===== src/rtl/sect163r2_pt_mul_arb.sv =====
// -----------------------------------------------------------------------------
// sect163r2_pt_mul_arb
//
// Shares one sect163r2 point-multiplication core (d -> d*G) among N_REQ
// requesters. A round-robin arbiter accepts one scalar at a time. The block
// starts the core and captures the affine result. It then returns the result
// with the owning requester ID on a valid/ready response port. A zero scalar
// bypasses the core and is answered as the point at infinity.
//
// Ports
//   clk, rst_n        clock, asynchronous active-low reset
//   clr               synchronous clear; aborts any in-flight job
//   req_valid/ready   per-requester handshake (ready is one-hot or zero)
//   req_d             packed scalars, requester i at [i*M +: M]
//   rsp_valid/ready   response handshake
//   rsp_id/inf/x/y    response payload
//   core_clr/start/d  controls and scalar to the point-multiplication core
//   core_done/x/y     core completion pulse and result
//   busy              high whenever a job is in progress
// -----------------------------------------------------------------------------
module sect163r2_pt_mul_arb #(
   parameter int N_REQ = 4,
   parameter int ID_W  = 2,
   parameter int M     = 163
) (
   input  logic               clk,
   input  logic               rst_n,
   input  logic               clr,
   input  logic [N_REQ-1:0]   req_valid,
   output logic [N_REQ-1:0]   req_ready,
   input  logic [N_REQ*M-1:0] req_d,
   output logic               rsp_valid,
   input  logic               rsp_ready,
   output logic [ID_W-1:0]    rsp_id,
   output logic               rsp_inf,
   output logic [M-1:0]       rsp_x,
   output logic [M-1:0]       rsp_y,
   output logic               core_clr,
   output logic               core_start,
   output logic [M-1:0]       core_d,
   input  logic               core_done,
   input  logic [M-1:0]       core_x,
   input  logic [M-1:0]       core_y,
   output logic               busy
);

   typedef enum logic [1:0] {IDLE, START, RUN, RESP} state_t;

   // Pointer starts at the last requester so requester 0 wins first.
   localparam logic [ID_W-1:0] RR_INIT = ID_W'(N_REQ - 1);

   state_t          state_q, state_d;
   logic [ID_W-1:0] rr_ptr_q, rr_ptr_d;
   logic [M-1:0]    core_d_q, core_d_d;
   logic            core_start_q, core_start_d;
   logic [ID_W-1:0] rsp_id_q, rsp_id_d;
   logic            rsp_inf_q, rsp_inf_d;
   logic [M-1:0]    rsp_x_q, rsp_x_d;
   logic [M-1:0]    rsp_y_q, rsp_y_d;

   logic [ID_W-1:0] grant_id;
   logic [M-1:0]    grant_d;
   int              best_dist;
   logic            accept;

   // Round-robin grant: each valid requester's distance past rr_ptr is
   // (i - rr_ptr - 1) mod N_REQ; the smallest distance wins.
   always_comb begin
      // NOTE: every variable gets a default before any branch so the
      // combinational block cannot infer a latch.
      grant_id  = '0;
      grant_d   = '0;
      best_dist = N_REQ;
      for (int i = 0; i < N_REQ; i++) begin
         if (req_valid[i] &&
             (((i + N_REQ - 1 - int'(rr_ptr_q)) % N_REQ) < best_dist)) begin
            best_dist = (i + N_REQ - 1 - int'(rr_ptr_q)) % N_REQ;
            grant_id  = ID_W'(i);
            grant_d   = req_d[i*M +: M];
         end
      end
   end

   assign accept = (state_q == IDLE) && !clr && (|req_valid);

   // rst_n gates the handshake so no request is taken while held in reset.
   always_comb begin
      req_ready = '0;
      for (int i = 0; i < N_REQ; i++) begin
         req_ready[i] = rst_n && accept && (grant_id == ID_W'(i));
      end
   end

   always_comb begin
      state_d  = state_q;
      rr_ptr_d = rr_ptr_q;
      core_d_d = core_d_q;
      rsp_id_d = rsp_id_q;
      rsp_inf_d = rsp_inf_q;
      rsp_x_d  = rsp_x_q;
      rsp_y_d  = rsp_y_q;

      if (clr) begin
         // Clear beats everything, including a same-cycle core_done/rsp_ready.
         state_d   = IDLE;
         rr_ptr_d  = RR_INIT;
         core_d_d  = '0;
         rsp_id_d  = '0;
         rsp_inf_d = 1'b0;
         rsp_x_d   = '0;
         rsp_y_d   = '0;
      end else begin
         unique case (state_q)
            IDLE: begin
               if (accept) begin
                  core_d_d  = grant_d;
                  rsp_id_d  = grant_id;
                  rr_ptr_d  = grant_id;
                  rsp_inf_d = (grant_d == '0);
                  if (grant_d == '0) begin
                     // 0*G is the point at infinity; the core is skipped.
                     rsp_x_d = '0;
                     rsp_y_d = '0;
                     state_d = RESP;
                  end else begin
                     state_d = START;
                  end
               end
            end
            START: state_d = RUN;
            RUN: begin
               if (core_done) begin
                  rsp_x_d   = core_x;
                  rsp_y_d   = core_y;
                  rsp_inf_d = 1'b0;
                  state_d   = RESP;
               end
            end
            RESP: begin
               if (rsp_ready) state_d = IDLE;
            end
            default: state_d = IDLE;
         endcase
      end

      // Registered start pulse: high exactly while the FSM sits in START.
      core_start_d = (state_d == START);
   end

   always_ff @(posedge clk or negedge rst_n) begin
      if (!rst_n) begin
         // NOTE: sequential state uses non-blocking assignments so every
         // register samples the pre-edge values of the others.
         state_q      <= IDLE;
         rr_ptr_q     <= RR_INIT;
         core_d_q     <= '0;
         core_start_q <= 1'b0;
         rsp_id_q     <= '0;
         rsp_inf_q    <= 1'b0;
         rsp_x_q      <= '0;
         rsp_y_q      <= '0;
      end else begin
         state_q      <= state_d;
         rr_ptr_q     <= rr_ptr_d;
         core_d_q     <= core_d_d;
         core_start_q <= core_start_d;
         rsp_id_q     <= rsp_id_d;
         rsp_inf_q    <= rsp_inf_d;
         rsp_x_q      <= rsp_x_d;
         rsp_y_q      <= rsp_y_d;
      end
   end

   assign rsp_valid  = (state_q == RESP);
   assign busy       = (state_q != IDLE);
   assign rsp_id     = rsp_id_q;
   assign rsp_inf    = rsp_inf_q;
   assign rsp_x      = rsp_x_q;
   assign rsp_y      = rsp_y_q;
   assign core_clr   = clr;
   assign core_start = core_start_q;
   assign core_d     = core_d_q;

endmodule


===== config.mk =====
export PLATFORM = sky130hd
export DESIGN_NAME = sect163r2_pt_mul_arb
export DESIGN_NICKNAME = d
export VERILOG_FILES = /design/src/rtl/sect163r2_pt_mul_arb.sv
export SDC_FILE = /design/constraint.sdc
export NUM_CORES = 1
export LEC_CHECK = 0
export ABC_CLOCK_PERIOD_IN_PS = 7810
export CAP_MARGIN = 20
export CORE_AREA = 2 2 587 589
export DETAILED_ROUTE_END_ITERATION = 7
export DIE_AREA = 0 0 589 591
export DONT_BUFFER_PORTS = 1
export PLACE_DENSITY = 0.3
export SLEW_MARGIN = 20
export SYNTH_ARGS = -nofsm -noshare
export SYNTH_HDL_FRONTEND = slang
export SYNTH_SLANG_ARGS = --single-unit
export TNS_END_PERCENT = 50

===== constraint.sdc =====
create_clock -name clk -period 7.81 [get_ports clk]
set_clock_uncertainty 0.2 [all_clocks]
set_input_delay 0.781 -clock clk [delete_from_list [all_inputs] [get_ports clk]]
set_output_delay 0.781 -clock clk [all_outputs]
set_load 0.005 [all_outputs]

**PDN straps and rails**

Scale bar: 200 microns. Pins as bars on the die edge.
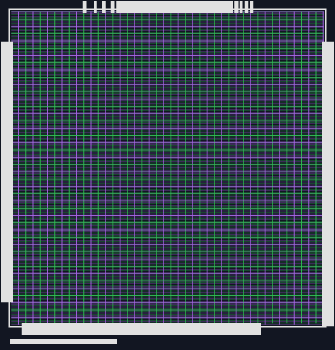
legend:
  green:
    net: VDD
  purple:
    net: VSS
rows: 215
signal pins: 1487
met5 straps: 43

==> summary.log <==
[run_status] status completed
[clocking] clock-pin slew on the worst setup and hold paths 0.06 ns
[place] Post-DP Area 38700 sq um
[yosys] cell types occupying the most area after synthesis dfrtp_1 (37%), nand2_1 (12%), a21oi_1 (11%)
[yosys] Syn Nets 5402
[clocking] CTS H-tree lvls 3
[place] detailed placement HPWL 244000 microns
[final_layout] most frequent cells in the layout nand2_1 (1045), a21oi_1 (740), dfrtp_1 (495)
[yosys] largest family of logic cells by area simple AND/OR/NAND/NOR gates
[power_and_ir_drop] switch share 46.8%
[final_layout] count of clock buffers in the final design 117
[drt] DRC errors left 0
[drt] vias after detailed routing 40040
[grt] via count of the first global-routing pass 37200
[drt] detailed-route wire length on metal 1 125000 microns
[yosys] Most used DFF post-synth dfrtp_1
[yosys] area fraction in mux cells 0.211%
[yosys] register bit total from synthesis 497
[grt] GR Util met1 20.8%
[yosys] Cell Type Count 53
[setup_path] category of the worst setup path capture point flip-flop
[power_and_ir_drop] power of the combinational group 4.75 mW
[drt] total length of routed met3 wires 39300 microns
[power_and_ir_drop] relative contribution of combinational cells to total power 39.3%
[setup_path] r2r endpoint rsp_y[15]$_DFFE_PN0P_
[drt] Routed WL 313000 microns
[worst_hold_path] hold path startpoint req_d[560]
[final_layout] most common cell after layout, fill and taps aside nand2_1
[power_and_ir_drop] power density over the cells 266 nW/um^2
[sta] f_max 0.133 GHz
[final_layout] tally of filler cells in the layout 39221
[final_layout] Final Net Count 5499
[clocking] # hold bufs at CTS 370
[yosys] number of synthesized flops with an enable pin 0
[yosys] area share of the leading cell type in the synthesized netlist 37.3%
[drt] ANT nets after route 0
[sta] slew at the pin closest to its max-slew limit 1.21 ns
[sta] setup TNS 0 ns
[clocking] sink count of the clock tree 497
[final_layout] num sequential 497
[setup_path] total stage count of the critical path 23
[final_layout] share of the final layout cell area in sequential cells 27.4%
[floorplan] Die Size 348000 sq um
[grt] wire length of the first global-routing pass 400000 microns
[grt] met3 Use GR 8.13%
[drt] WL/cell 34.0 microns
[final_layout] count of non-CTS inverters in the layout 4
[sta] post-layout period usage of the worst path 96.5%
[power_and_ir_drop] group drawing the most power combinational cells
[drt] metal2 WL 138000 microns
[drt] highest metal layer with signal wires met5
[sta] final number of setup-violating endpoints 0
[yosys] Synth top cells by count nand2_1 (1046), a21oi_1 (743), dfrtp_1 (495)
[power_and_ir_drop] sum of internal, switching and leakage power 12.1 mW
[final_layout] area added between synthesis and finish 37.1%
[power_and_ir_drop] power drawn by the sequential cells 3.48 mW
[grt] met2 Resource Use GR 26.6%
[setup_path] most prevalent standard cell on the critical path a21oi_1
[sta] final number of max-transition violations 0
[setup_path] arrival time of the worst setup path 8.01 ns
[setup_path] crit path max fanout 142
[worst_hold_path] hold worst-path end core_d[71]$_DFFE_PN0P_
[clocking] cell at the root of the clock tree clkbuf_16
[setup_path] Crit path largest cell delay 0.71 ns
[yosys] mean area per synthesized cell 7.52 sq um
[sta] Final Hold Violating Endpoints 0
[final_layout] proportion of cell area occupied by multi-input gates 41.5%
**Cell classes on the final placement**

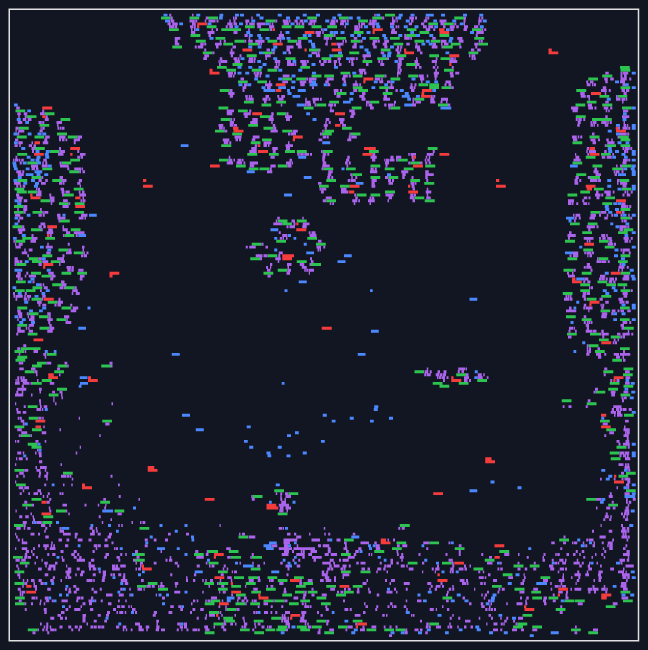
legend:
  green:
    class: registers
    cells: 497
    share_of_their_area: 31%
  red:
    class: clock drivers and dummy loads
    cells: 148
    share_of_their_area: 6.8%
  blue:
    class: remaining buffers and delay cells
    cells: 533
    share_of_their_area: 14%
  purple:
    class: remaining logic cells
    cells: 3394
    share_of_their_area: 48%
number of rows in the core area: 215
post-route cell area: 45500 sq um

Power is estimated from default activity; no workload was simulated.
